Fig. 1: met3 routing
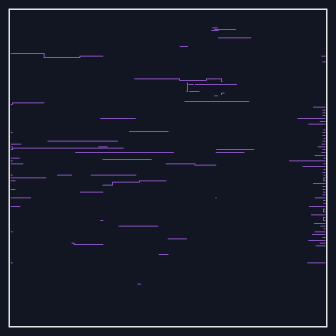
Fig. 2: wiring heat map
30 x 30 tiles, from black (low) to pale yellow (high), scaled to the fullest tile. Values are wire area over tile area, all layers added.
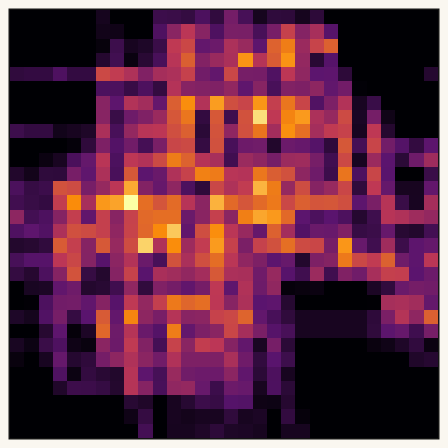
Fig. 3: where the registers sit
Other sequential cells in the stronger grey, the rest of the logic in the fainter grey.
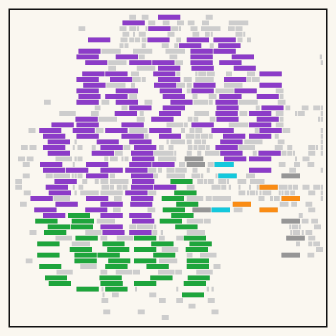
<file path="src/rtl/frame_buffer_arbiter_if.sv">
// ---------------------------------------------------------------------------
// frame_buffer_arbiter_if
//
// Purpose: bundles every non-clock signal of the frame buffer arbiter. This
// covers the scanout read port, the pixel-writer handshake, the frame/vblank
// controls, the single RAM port and the status outputs.
//
// Modports:
//   slave  - the arbiter's own view (consumes requests, drives RAM + status)
//   master - the environment's view (scanout, writer, RAM model, observers)
//
// Signals:
//   rd_req, rd_addr[15:0]          scanout read request / pixel number
//   rd_data[5:0], rd_valid         read colour, valid one cycle after rd_req
//   wr_valid, wr_ready             writer handshake
//   wr_addr[15:0], wr_color[5:0]   write pixel number and colour
//   frame_done, vblank             frame complete pulse, vertical blank level
//   mem_addr[16:0], mem_we         RAM address {bank, pixel} and write strobe
//   mem_wdata[5:0], mem_rdata[5:0] RAM write / read data
//   front_bank, swap_pending       bank status
//   fifo_level[LVL_W-1:0]          write FIFO occupancy
//   stall_count[15:0]              blocked-writer cycle count (may be tied 0)
// ---------------------------------------------------------------------------
interface frame_buffer_arbiter_if #(
  parameter int FIFO_DEPTH = 8,
  parameter int LVL_W      = $clog2(FIFO_DEPTH) + 1
);
  logic             rd_req;
  logic [15:0]      rd_addr;
  logic [5:0]       rd_data;
  logic             rd_valid;
  logic             wr_valid;
  logic             wr_ready;
  logic [15:0]      wr_addr;
  logic [5:0]       wr_color;
  logic             frame_done;
  logic             vblank;
  logic [16:0]      mem_addr;
  logic             mem_we;
  logic [5:0]       mem_wdata;
  logic [5:0]       mem_rdata;
  logic             front_bank;
  logic             swap_pending;
  logic [LVL_W-1:0] fifo_level;
  logic [15:0]      stall_count;

  modport slave (
    input  rd_req, rd_addr, wr_valid, wr_addr, wr_color, frame_done, vblank,
           mem_rdata,
    output rd_data, rd_valid, wr_ready, mem_addr, mem_we, mem_wdata,
           front_bank, swap_pending, fifo_level, stall_count
  );

  modport master (
    output rd_req, rd_addr, wr_valid, wr_addr, wr_color, frame_done, vblank,
           mem_rdata,
    input  rd_data, rd_valid, wr_ready, mem_addr, mem_we, mem_wdata,
           front_bank, swap_pending, fifo_level, stall_count
  );
endinterface

</file>
<file path="src/rtl/frame_buffer_arbiter.sv">
// ---------------------------------------------------------------------------
// frame_buffer_arbiter
//
// Purpose: owns the single-port, double-banked frame buffer RAM. VGA scanout
// reads always win the port and have a fixed one-cycle latency. Pixel-writer
// stores are queued in a small FIFO and drained into the back bank on cycles
// with no read. Front and back banks are swapped during vblank once the
// writer reports frame completion and the FIFO has drained, so the display
// never tears.
//
// Ports:
//   vga_clk  - 25 MHz pixel clock, all logic on this clock
//   reset_n  - asynchronous active-low reset
//   bus      - frame_buffer_arbiter_if.slave (read, write, RAM, status)
//
// Optional feature:
//   FBA_STALL_CNT_EN - when defined, stall_count counts cycles in which the
//   writer is blocked (saturating, cleared on each swap). When undefined,
//   stall_count is tied to zero and no counter is built.
// ---------------------------------------------------------------------------
module frame_buffer_arbiter #(
  parameter int FIFO_DEPTH = 8,
  parameter int LVL_W      = $clog2(FIFO_DEPTH) + 1
) (
  input logic                   vga_clk,
  input logic                   reset_n,
  frame_buffer_arbiter_if.slave bus
);

  localparam int PTR_W = $clog2(FIFO_DEPTH);

  typedef enum logic {
    RUN,
    WAIT_SWAP
  } state_t;

  state_t           state_q;
  logic             frontBank_q;
  logic             swapPending_q;
  logic             rdValid_q;
  logic [PTR_W-1:0] wrPtr_q, wrPtr_d;
  logic [PTR_W-1:0] rdPtr_q, rdPtr_d;
  logic [LVL_W-1:0] level_q, level_d;
  logic [15:0]      fifoAddr_q  [FIFO_DEPTH];
  logic [5:0]       fifoColor_q [FIFO_DEPTH];

  logic fifoEmpty;
  logic fifoFull;
  logic wrReady;
  logic push;
  logic pop;
  logic swapFire;

  // FIFO control. wr_ready depends only on registered state, so a pop in a
  // full cycle cannot open the door in that same cycle. Writes are refused
  // while a swap is pending so the FIFO can drain before the swap.
  always_comb begin
    fifoEmpty = (level_q == '0);
    fifoFull  = (level_q == LVL_W'(FIFO_DEPTH));
    wrReady   = !fifoFull && !swapPending_q;
    push      = bus.wr_valid && wrReady;
    pop       = !bus.rd_req && !fifoEmpty;
    swapFire  = (state_q == WAIT_SWAP) && bus.vblank && fifoEmpty && !bus.rd_req;
    wrPtr_d   = push ? wrPtr_q + PTR_W'(1) : wrPtr_q;
    rdPtr_d   = pop  ? rdPtr_q + PTR_W'(1) : rdPtr_q;
    level_d   = level_q + LVL_W'(push) - LVL_W'(pop);
  end

  // RAM port schedule: reads first, then FIFO drain into the back bank,
  // otherwise an idle read of the front bank.
  always_comb begin
    bus.mem_we    = 1'b0;
    bus.mem_wdata = '0;
    bus.mem_addr  = {frontBank_q, 16'd0};
    if (bus.rd_req) begin
      bus.mem_addr = {frontBank_q, bus.rd_addr};
    end else if (!fifoEmpty) begin
      bus.mem_we    = 1'b1;
      bus.mem_addr  = {~frontBank_q, fifoAddr_q[rdPtr_q]};
      bus.mem_wdata = fifoColor_q[rdPtr_q];
    end
  end

  // FIFO pointers and occupancy
  always_ff @(posedge vga_clk or negedge reset_n) begin
    if (!reset_n) begin
      wrPtr_q <= '0;
      rdPtr_q <= '0;
      level_q <= '0;
    end else begin
      wrPtr_q <= wrPtr_d;
      rdPtr_q <= rdPtr_d;
      level_q <= level_d;
    end
  end

  // FIFO storage needs no reset; only entries below the level are ever read
  always_ff @(posedge vga_clk) begin
    if (push) begin
      fifoAddr_q[wrPtr_q]  <= bus.wr_addr;
      fifoColor_q[wrPtr_q] <= bus.wr_color;
    end
  end

  // Read valid is rd_req delayed by the RAM's one-cycle latency
  always_ff @(posedge vga_clk or negedge reset_n) begin
    if (!reset_n) begin
      rdValid_q <= 1'b0;
    end else begin
      rdValid_q <= bus.rd_req;
    end
  end

  // Bank swap FSM. frame_done is only honoured in RUN; the swap waits for a
  // cycle that is in vblank, has an empty FIFO and no read on the port.
  always_ff @(posedge vga_clk or negedge reset_n) begin
    if (!reset_n) begin
      state_q       <= RUN;
      frontBank_q   <= 1'b0;
      swapPending_q <= 1'b0;
    end else begin
      case (state_q)
        RUN: begin
          if (bus.frame_done) begin
            state_q       <= WAIT_SWAP;
            swapPending_q <= 1'b1;
          end
        end
        WAIT_SWAP: begin
          if (swapFire) begin
            state_q       <= RUN;
            swapPending_q <= 1'b0;
            frontBank_q   <= ~frontBank_q;
          end
        end
        default: begin
          state_q       <= RUN;
          swapPending_q <= 1'b0;
        end
      endcase
    end
  end

`ifdef FBA_STALL_CNT_EN
  logic [15:0] stallCount_q;

  // Saturating count of blocked-writer cycles, restarted at each swap
  always_ff @(posedge vga_clk or negedge reset_n) begin
    if (!reset_n) begin
      stallCount_q <= 16'd0;
    end else if (swapFire) begin
      stallCount_q <= 16'd0;
    end else if (bus.wr_valid && !wrReady && (stallCount_q != 16'hFFFF)) begin
      stallCount_q <= stallCount_q + 16'd1;
    end
  end

  assign bus.stall_count = stallCount_q;
`else
  assign bus.stall_count = 16'd0;
`endif

  assign bus.rd_data      = bus.mem_rdata;
  assign bus.rd_valid     = rdValid_q;
  assign bus.wr_ready     = wrReady;
  assign bus.front_bank   = frontBank_q;
  assign bus.swap_pending = swapPending_q;
  assign bus.fifo_level   = level_q;

endmodule

</file>
<file path="src/flat_wrapper.sv">
// flat-port wrapper written by rule: the top's interface ports become plain ports
module frame_buffer_arbiter_flat 
#(
  parameter int FIFO_DEPTH = 8,
  parameter int LVL_W      = $clog2(FIFO_DEPTH) + 1
)
  (vga_clk, reset_n, bus_rd_req, bus_rd_addr, bus_wr_valid, bus_wr_addr, bus_wr_color, bus_frame_done, bus_vblank, bus_mem_rdata, bus_rd_data, bus_rd_valid, bus_wr_ready, bus_mem_addr, bus_mem_we, bus_mem_wdata, bus_front_bank, bus_swap_pending, bus_fifo_level, bus_stall_count);
  frame_buffer_arbiter_if #(.FIFO_DEPTH(FIFO_DEPTH), .LVL_W(LVL_W)) bus_i ();
  input logic vga_clk;
  input logic reset_n;
  input wire logic [$bits(bus_i.rd_req)-1:0] bus_rd_req;
  input wire logic [$bits(bus_i.rd_addr)-1:0] bus_rd_addr;
  input wire logic [$bits(bus_i.wr_valid)-1:0] bus_wr_valid;
  input wire logic [$bits(bus_i.wr_addr)-1:0] bus_wr_addr;
  input wire logic [$bits(bus_i.wr_color)-1:0] bus_wr_color;
  input wire logic [$bits(bus_i.frame_done)-1:0] bus_frame_done;
  input wire logic [$bits(bus_i.vblank)-1:0] bus_vblank;
  input wire logic [$bits(bus_i.mem_rdata)-1:0] bus_mem_rdata;
  output wire logic [$bits(bus_i.rd_data)-1:0] bus_rd_data;
  output wire logic [$bits(bus_i.rd_valid)-1:0] bus_rd_valid;
  output wire logic [$bits(bus_i.wr_ready)-1:0] bus_wr_ready;
  output wire logic [$bits(bus_i.mem_addr)-1:0] bus_mem_addr;
  output wire logic [$bits(bus_i.mem_we)-1:0] bus_mem_we;
  output wire logic [$bits(bus_i.mem_wdata)-1:0] bus_mem_wdata;
  output wire logic [$bits(bus_i.front_bank)-1:0] bus_front_bank;
  output wire logic [$bits(bus_i.swap_pending)-1:0] bus_swap_pending;
  output wire logic [$bits(bus_i.fifo_level)-1:0] bus_fifo_level;
  output wire logic [$bits(bus_i.stall_count)-1:0] bus_stall_count;
  assign bus_i.rd_req = bus_rd_req;
  assign bus_i.rd_addr = bus_rd_addr;
  assign bus_i.wr_valid = bus_wr_valid;
  assign bus_i.wr_addr = bus_wr_addr;
  assign bus_i.wr_color = bus_wr_color;
  assign bus_i.frame_done = bus_frame_done;
  assign bus_i.vblank = bus_vblank;
  assign bus_i.mem_rdata = bus_mem_rdata;
  assign bus_rd_data = bus_i.rd_data;
  assign bus_rd_valid = bus_i.rd_valid;
  assign bus_wr_ready = bus_i.wr_ready;
  assign bus_mem_addr = bus_i.mem_addr;
  assign bus_mem_we = bus_i.mem_we;
  assign bus_mem_wdata = bus_i.mem_wdata;
  assign bus_front_bank = bus_i.front_bank;
  assign bus_swap_pending = bus_i.swap_pending;
  assign bus_fifo_level = bus_i.fifo_level;
  assign bus_stall_count = bus_i.stall_count;
  frame_buffer_arbiter #(.FIFO_DEPTH(FIFO_DEPTH), .LVL_W(LVL_W)) u_core (.vga_clk(vga_clk), .reset_n(reset_n), .bus(bus_i));
endmodule
</file>
<file path="config.mk">
export PLATFORM = sky130hd
export DESIGN_NAME = frame_buffer_arbiter_flat
export DESIGN_NICKNAME = d
export VERILOG_FILES = /design/src/rtl/frame_buffer_arbiter_if.sv /design/src/rtl/frame_buffer_arbiter.sv /design/src/flat_wrapper.sv
export SDC_FILE = /design/constraint.sdc
export NUM_CORES = 1
export LEC_CHECK = 0
export CAP_MARGIN = 10
export CORE_UTILIZATION = 35
export CTS_BUF_LIST = sky130_fd_sc_hd__clkbuf_8 sky130_fd_sc_hd__clkbuf_16
export DETAILED_ROUTE_END_ITERATION = 8
export PLACE_DENSITY = 0.65
export RECOVER_POWER = 25
export SLEW_MARGIN = 20
export SYNTH_ARGS = -nofsm -noshare
export SYNTH_HDL_FRONTEND = slang
export SYNTH_SLANG_ARGS = --single-unit
</file>
<file path="constraint.sdc">
create_clock -name vga_clk -period 3.8 [get_ports vga_clk]
set_input_delay 0.38 -clock vga_clk [delete_from_list [all_inputs] [get_ports vga_clk]]
set_output_delay 0.38 -clock vga_clk [all_outputs]
set_load 0.01 [all_outputs]
</file>
==> flow_metrics.tcl <==
# flow metrics
set metrics [dict create \
    initCoreUtil_pct 35.84 \
    finalWorstPathRequiredPeriod_ns 3.352 \
    cp_num_cells 5 \
    power.ir.vdd_worst_mv 0.3836 \
    uppermost_layer_routed "met4" \
    vias 3966 \
    detail_route.wl_per_cell_um 19.33 \
    dieArea_um2 23020 \
    cts_tree "yes" \
    grt_overflow_total 0 \
    timing.critical_path.max_delay_family "buffers and inverters" \
    finalCritPeriodShare_pct 88.21 \
    inv_count 12 \
    cts_setup_buffers 0 \
    grt.met3_usage_pct 3.832 \
    die.size.y_um 151.7 \
    setup_tns_ns 0 \
    num-clock-buffers 17 \
    hpwl_after_detailed_placement_um 9989 \
    enable_flop_cells 176 \
    htree_levels 4 \
    gp_routability_congestion 0.7275 \
    hold_violations 0 \
    cts_repair_resize_count 0 \
    rsz0062_at_grt "no" \
    critPathRequiredTime_ns 3.42 \
    portBuffers 75 \
    dp_worst_setup_slack_ns 0.9161 \
    run_status "finished, final reports clean" \
    met1_length_um 6699 \
    synthCells 430 \
    detail_route.first_pass.iterations 4 \
    setup-violations-final 0 \
    ios 104 \
    antenna_cells 1 \
    cts_sinks 190 \
    finish.net_count 575 \
    worstSkewPairLatency_ns 0.44 \
    die_w_um 151.7 \
    max_slew.worst_pin.slew_ns 0.7891 \
    yosys_register_bits 190 \
    relSlewSlack_pct 47.40 \
    worst-r2r-cell-count 11 \
    layout.area.comb_um2 1948 \
    worst_reg2reg_endpoint "u_core.bus.fifo_level[2]" \
    gr-usage-all-layers_pct 14.57 \
    drt-initial-drc-count 214 \
    critical_path_fanout_max 19 \
    layout.cells.largest_class "registers" \
    final_max_slew_viol_count 0 \
    grt_start_max_net_pins 33 \
    synth.yosys.num_cells 430 \
    yosysWarningCount 0 \
    dr_wl_met3_um 806 \
]
About Fig. 1:
The layer carries 807 um of wire. The longest straight run is 53.4 um. The wires run mostly horizontal. The layer holds 5.1% of the routed length.

About Fig. 2:
25% of the tiles are nearly empty. The densest ninth of the die: centre. The fullest tile reaches 0.42. The emptiest ninth of the die: lower right.

About Fig. 3:
Key: green = u_core.fifoColor_q [sequential cells 48]; orange = u_core.bus.fifo_level [sequential cells 4, where middle right]; cyan = u_core.rdPtr_q [sequential cells 3]; purple = u_core.fifoAddr_q [sequential cells 128]
Another 7 sequential cells are not coloured.
power dissipated in sequential cells: 2700 uW
proportion of cell area occupied by registers: 59.23%

[worst reg2reg max path: cells and delay by family, from the launching register on]
family | cells | cell delay (ns)
adder cells (fa/ha/maj) | 4 | 1.03
AND/OR/NAND/NOR | 2 | 0.67
flip-flops | 1 | 0.39
buffers and inverters | 4 | 0.39
XOR/XNOR | 1 | 0.14
[flip-flops by register name (all words and copies together) (netlist names)]
register                 cells
u_core.fifoAddr_q          128
u_core.fifoColor_q          48
u_core.bus.fifo_level        4
u_core.rdPtr_q               3
u_core.wrPtr_q               3
u_core.bus.front_bank        1
u_core.bus.rd_valid          1
u_core.bus.swap_pending      1
u_core.state_q               1
[logic make-up (layout without fill, tap and decap cells)]
kind of cell / Yosys count / after routing / share of synthesized area (%)
compound gates: 35 / 35 / 3.046
xor+xnor: 8 / 8 / 0.8932
fa+ha+maj: 9 / 9 / 1.531
buf+inv: 54 / 138 / 4.482
flops: 190 / 190 / 71.83
mux: 68 / 68 / 14.11
other cells: 1 / 17 / 0.04780
simple gates: 65 / 65 / 4.051
[stage by stage]
| stage | util, % | area [um2] | hold slack (ns) | instances |
|---|---|---|---|---|
| floorplan | - | 7901 | 0.08441 | 445 |
| global placement | 40.76 | 8924 | 0.4725 | 777 |
| detailed placement | 40.76 | 8924 | 0.4924 | 777 |
| CTS | 43.46 | 9514 | 0.3567 | 809 |
| global route | 43.46 | 9514 | 0.3937 | 809 |
| finish | 43.47 | 9517 | 0.3476 | 810 |
[how the worst max path moves through the flow]
stage	from	end	slack [ns]
finish	u_core.rdPtr_q[1]	bus_mem_addr[15]	0.45
CTS	u_core.rdPtr_q[1]	bus_mem_addr[15]	0.44
detailed placement	u_core.rdPtr_q[1]	bus_mem_addr[2]	0.92
floorplan	u_core.bus.fifo_level[2]	u_core.fifoAddr_q[0][0]	0.20
global placement	bus_rd_req	bus_mem_addr[2]	0.96
global route	u_core.rdPtr_q[1]	bus_mem_addr[15]	0.31
[where the power goes]
group	internal, uW	switching (uW)
clock	937	813
sequential	2490	204
combinational	1020	907
total	4450	1920
[cells in the final DEF, fill, tap and decap left out, types with 5 or more instances in the layout]
cell and instances:
sky130_fd_sc_hd__nor2b_1 11, sky130_fd_sc_hd__mux2_2 34, sky130_fd_sc_hd__mux4_2 19, sky130_fd_sc_hd__inv_1 12
sky130_fd_sc_hd__o22ai_1 17, sky130_fd_sc_hd__conb_1 16, sky130_fd_sc_hd__nor2_1 14, sky130_fd_sc_hd__buf_4 15
sky130_fd_sc_hd__edfxtp_1 176, sky130_fd_sc_hd__ha_1 8, sky130_fd_sc_hd__nand2_1 19, sky130_fd_sc_hd__clkdlybuf4s50_1 62
sky130_fd_sc_hd__o31ai_1 16, sky130_fd_sc_hd__clkbuf_16 17, sky130_fd_sc_hd__dlygate4sd3_1 13, sky130_fd_sc_hd__inv_6 7
sky130_fd_sc_hd__mux4_1 9, sky130_fd_sc_hd__mux2i_1 6, sky130_fd_sc_hd__dfrtp_1 13, sky130_fd_sc_hd__xnor2_1 5
Power figures rest on the tool's default switching activity, not on a simulated workload.
